**Gate-type map**

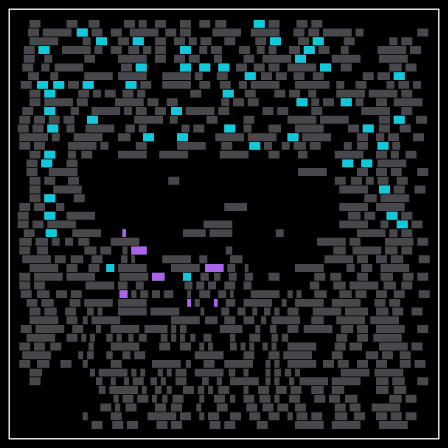
**I/O pins on the die edge**

Scale bar: 50 µm. Pins as bars across the die edge, other pins in grey.
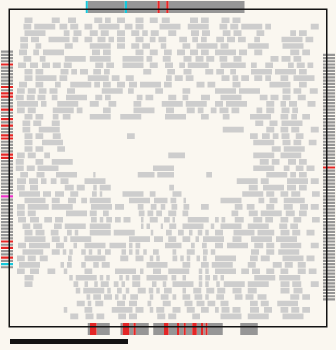
**Signal metal coverage by tile**

The die is cut into 27 by 27 equal tiles; white is low, dark blue is high, scaled to the fullest tile. Values are wire area over tile area, all layers added.
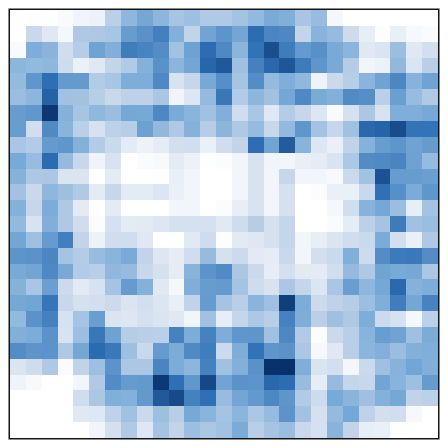
**The clock network**

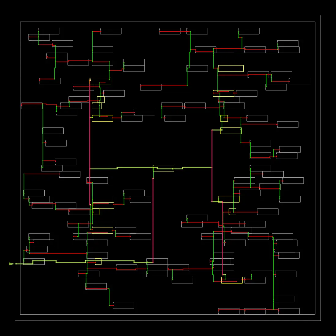
$ cat src/rtl/alu_arbiter.sv
// Two-requester arbiter that shares one combinational ALU and returns tagged results.
// Define ALU_ARB_FIXED_PRIO_EN to make requester 0 win every tie (no round-robin).
module alu_arbiter #(
    parameter int WIDTH = 32
) (
    input  logic             clk,
    input  logic             rst_n,
    input  logic             req0_valid,
    output logic             req0_ready,
    input  logic [WIDTH-1:0] req0_a,
    input  logic [WIDTH-1:0] req0_b,
    input  logic [2:0]       req0_op,
    input  logic             req1_valid,
    output logic             req1_ready,
    input  logic [WIDTH-1:0] req1_a,
    input  logic [WIDTH-1:0] req1_b,
    input  logic [2:0]       req1_op,
    output logic [WIDTH-1:0] alu_R2,
    output logic [WIDTH-1:0] alu_R3,
    output logic [2:0]       alu_ALUOp,
    input  logic [WIDTH-1:0] alu_R0,
    input  logic             alu_overflow,
    input  logic             alu_zero,
    input  logic             alu_carry,
    output logic             resp_valid,
    input  logic             resp_ready,
    output logic             resp_id,
    output logic [WIDTH-1:0] resp_R0,
    output logic             resp_overflow,
    output logic             resp_zero,
    output logic             resp_carry,
    output logic             busy
);

    typedef enum logic [1:0] {
        IDLE,
        EXEC,
        RESP
    } state_t;

    state_t state;
    logic   tie_id;
    logic   gnt0;
    logic   gnt1;
    logic   accept;

`ifdef ALU_ARB_FIXED_PRIO_EN
    assign tie_id = 1'b0;
`else
    logic prio;
    assign tie_id = prio;
`endif

    // Grant depends only on the valid lines and the tie-break owner.
    always_comb begin
        gnt0 = 1'b0;
        gnt1 = 1'b0;
        unique case (1'b1)
            (req0_valid && req1_valid): begin
                gnt0 = ~tie_id;
                gnt1 = tie_id;
            end
            (req0_valid && !req1_valid): gnt0 = 1'b1;
            (!req0_valid && req1_valid): gnt1 = 1'b1;
            default: ;
        endcase
    end

    assign req0_ready = (state == IDLE) && gnt0;
    assign req1_ready = (state == IDLE) && gnt1;
    assign accept     = req0_ready || req1_ready;

    always_ff @(posedge clk or negedge rst_n) begin
        if (!rst_n) begin
            state         <= IDLE;
`ifdef ALU_ARB_FIXED_PRIO_EN
`else
            prio          <= 1'b0;
`endif
            alu_R2        <= '0;
            alu_R3        <= '0;
            alu_ALUOp     <= '0;
            resp_R0       <= '0;
            resp_overflow <= 1'b0;
            resp_zero     <= 1'b0;
            resp_carry    <= 1'b0;
            resp_id       <= 1'b0;
            resp_valid    <= 1'b0;
            busy          <= 1'b0;
        end else begin
            unique case (state)
                IDLE: begin
                    if (accept) begin
                        alu_R2    <= gnt1 ? req1_a : req0_a;
                        alu_R3    <= gnt1 ? req1_b : req0_b;
                        alu_ALUOp <= gnt1 ? req1_op : req0_op;
                        resp_id   <= gnt1;
`ifdef ALU_ARB_FIXED_PRIO_EN
`else
                        prio      <= ~gnt1;
`endif
                        busy      <= 1'b1;
                        state     <= EXEC;
                    end
                end
                EXEC: begin
                    resp_R0       <= alu_R0;
                    resp_overflow <= alu_overflow;
                    resp_zero     <= alu_zero;
                    resp_carry    <= alu_carry;
                    resp_valid    <= 1'b1;
                    state         <= RESP;
                end
                RESP: begin
                    if (resp_ready) begin
                        resp_valid <= 1'b0;
                        busy       <= 1'b0;
                        state      <= IDLE;
                    end
                end
                default: state <= IDLE;
            endcase
        end
    end

endmodule

$ cat config.mk
export PLATFORM = sky130hd
export DESIGN_NAME = alu_arbiter
export DESIGN_NICKNAME = d
export VERILOG_FILES = /design/src/rtl/alu_arbiter.sv
export SDC_FILE = /design/constraint.sdc
export NUM_CORES = 1
export LEC_CHECK = 0
export CAP_MARGIN = 20
export CELL_PAD_IN_SITES_DETAIL_PLACEMENT = 1
export CELL_PAD_IN_SITES_GLOBAL_PLACEMENT = 1
export CORE_MARGIN = 2
export CORE_UTILIZATION = 28
export DETAILED_ROUTE_END_ITERATION = 16
export PLACE_DENSITY = 0.8
export SYNTH_ARGS = -nofsm -noshare
export SYNTH_HDL_FRONTEND = slang
export SYNTH_SLANG_ARGS = --single-unit
$ cat constraint.sdc
create_clock -name clk -period 2.3 [get_ports clk]
set_clock_uncertainty 0.2 [all_clocks]
set_input_delay 0.69 -clock clk [delete_from_list [all_inputs] [get_ports clk]]
set_output_delay 0.69 -clock clk [all_outputs]
set_load 0.01 [all_outputs]
==> Slide: Implementation Results <==
Implementation Results

Outcome
  – Status: finished clean

Detailed routing
  – Top sig layer: met4
  – Total number of vias: 4,507
  – DR pass1 iterations: 4
  – # DRC: 0
  – Total wire length: 17,900 µm
  – M1 wire length: around 6900 µm
  – Vias per cell: about 5.1
  – Met3 wire len: between 1000 and 1500 µm
  – DR iter-0 viols: 146
  – Final ANT Viol Nets: 0

Synthesis
  – Top FF cell, synth: dfrtp_1
  – Area leader, netlist: dfrtp_1
  – Cell count in the Yosys report: between 300 and 400
  – Gate Count Post-Synth: 379
  – EDFF count, synth: 0
  – Cell with the most instances after synthesis: dfrtp_1
  – Async SR Flop Fraction: 100%
  – Avg Cell Area, Syn: between 10 and 15 µm²
  – Post-synth seq share: between 50% and 60%
  – Ys Warns: 0
  – Yosys stat area: ~4700 µm²
  – Commonest cells in the netlist: 108 x dfrtp_1, 47 x a21boi_0, 47 x a221o_1

Clock tree
  – Max Buffers Root-to-Sink: 2
  – Root Buffer Master: clkbuf_16
  – CTS tree: built
  – Clock transition at the registers of the reported paths: 80 ps
  – Hold buffer count at CTS: 0
  – Gates resized, CTS repair: 22
  – Clock latency at the later pin of the worst-skew pair: around 340 ps
  – Post CTS Setup Buffer Count: 2

Power and ir drop
  – Clock Power Share: 15.5%
  – Sequential power share: 32.3%
  – Power per cell area: 1280 nW/µm²
  – Largest power group: combinational cells
  – Switching Share: 34.6%
  – Comb power: ~5500 µW
  – Cell internal pwr: 6850 µW
  – Seq power: 3380 µW
  – Peak supply drop: between 500 and 600 µV
  – Leak: 0.00326 µW

Final layout
  – Commonest Layout Cell: clkdlybuf4s50_1
  – Final net count: 831
  – Filler cells: 1,739
  – N_diodes: 0
  – Proportion of layout cells with a drive suffix above 1: 13.7%
  – Core Util, Final: 49.5%
  – Most frequent cells in the layout: 275 x clkdlybuf4s50_1, 108 x dfrtp_1, 47 x a21boi_0, 47 x a221o_1, 35 x mux2_2
  – Cell Count, Final, Fillers Out: 882
  – Final Cell Area: between 8000 and 9000 µm²
  – Synth-to-layout area growth: 73.7%

Place
  – Pre-CTS setup slack: -809 ps
  – Dpl cells: approximately 860
  – Post-DP HPWL: 13,300 µm
  – Number of buffers added on ports: 280
  – GPL Wtd Cong: 0.792
  – DP Area: approximately 8000 µm²

Worst setup path
  – Worst R2R Setup Slack: 300 ps
  – WS Path Type: input pin to primary output
  – CP Capture Type: primary output
  – Critical Path RT: 1410 ps
  – Reg2reg start: state[1]$_DFFE_PN0P_
  – Worst Path Buf+Inv: 2
  – Reg2Reg Depth: 5
  – Crit path cell chain: buf_6, and2b_2, nor3_4, buf_6
  – CP startpoint kind: input pin
  – Worst setup endpoint: req1_ready

Floorplan
  – FP Core Util: 28.5%
  – Width of the die: 134 µm
  – Die height: 134 µm
  – Core Box Area: 16,500 µm²

Hold path
  – Worst Hold Class: input pin to asynchronous set/reset pin

STA
  – Slew HR: around three fifths
  – Max Freq: 441 MHz
  – Final worst slack: 34.9 ps
  – Final setup TNS: 0 ps
  – Count of final hold-check violations: 0
  – RSZ-0062 raised after global routing: true
  – Final min period: 2270 ps
  – Final period util: 98.5%

GRT
  – Total grt overflow: 0
  – Largest net degree at the start of global routing: 68
  – GRT busiest layer: met2
  – M3 GR Usage: approximately 6.0%
  – First-pass GRT wire length: 28,000 µm
  – Global routing usage on met1: a little under a quarter
  – Tot GR Track Use: approximately 20%
  – Initial antenna violation count: 1

Flow run
  – Max_cap viols: 0
About 'gate-type map':
purple -> nor cells  # cells 7
cyan -> non-inverting ao/oa cells  # cells 49

About 'I/O pins on the die edge':
cyan -> alu_ALUOp  # pins 3, direction output, edge 2 north, 1 west
magenta -> resp_valid  # pins 1, direction output, edge west
red -> req1_a  # pins 32, direction input, edge 15 south, 14 west, 2 north, 1 east

About 'signal metal coverage by tile':
emptiest ninth of the die = centre
densest ninth of the die = south
tiles over half the peak = 25%
fullest tile = 0.48
mean over tiles = 0.16
nearly empty tiles = 7.5%

About 'the clock network':
clk sinks: 108
power in the clock group: 1620 µW
flop count: 108
clkbuf count: 9

==> cells by family after synthesis <==
kind of cell | count (synthesis) | share of synthesized area (%)
AND/OR/NAND/NOR | 36 | 4.42
multiplexers | 35 | 8.39
AND-OR/OR-AND | 159 | 25.1
flip-flops | 108 | 57.5
buffers and inverters | 41 | 4.56
==> sequential cells by signal, indices dropped and copies added (netlist names) <==
register / flops
alu_R2: 32
state: 2
resp_id: 1
resp_R0: 32
resp_overflow: 1
busy: 1
resp_zero: 1
alu_R3: 32
alu_ALUOp: 3
prio: 1
resp_valid: 1
resp_carry: 1
==> cell type report <==
cell class              count  area (µm²)  area share [%]
clock inverters             7        83.8            1.03
well taps                 220         275            3.37
inverters                   3        11.3           0.138
clock buffers               9         225            2.76
repair buffers            305        3070            37.6
flip-flops and latches    108        2700            33.1
multi-input cells         230        1790            22.0
Power figures rest on the tool's default switching activity, not on a simulated workload.
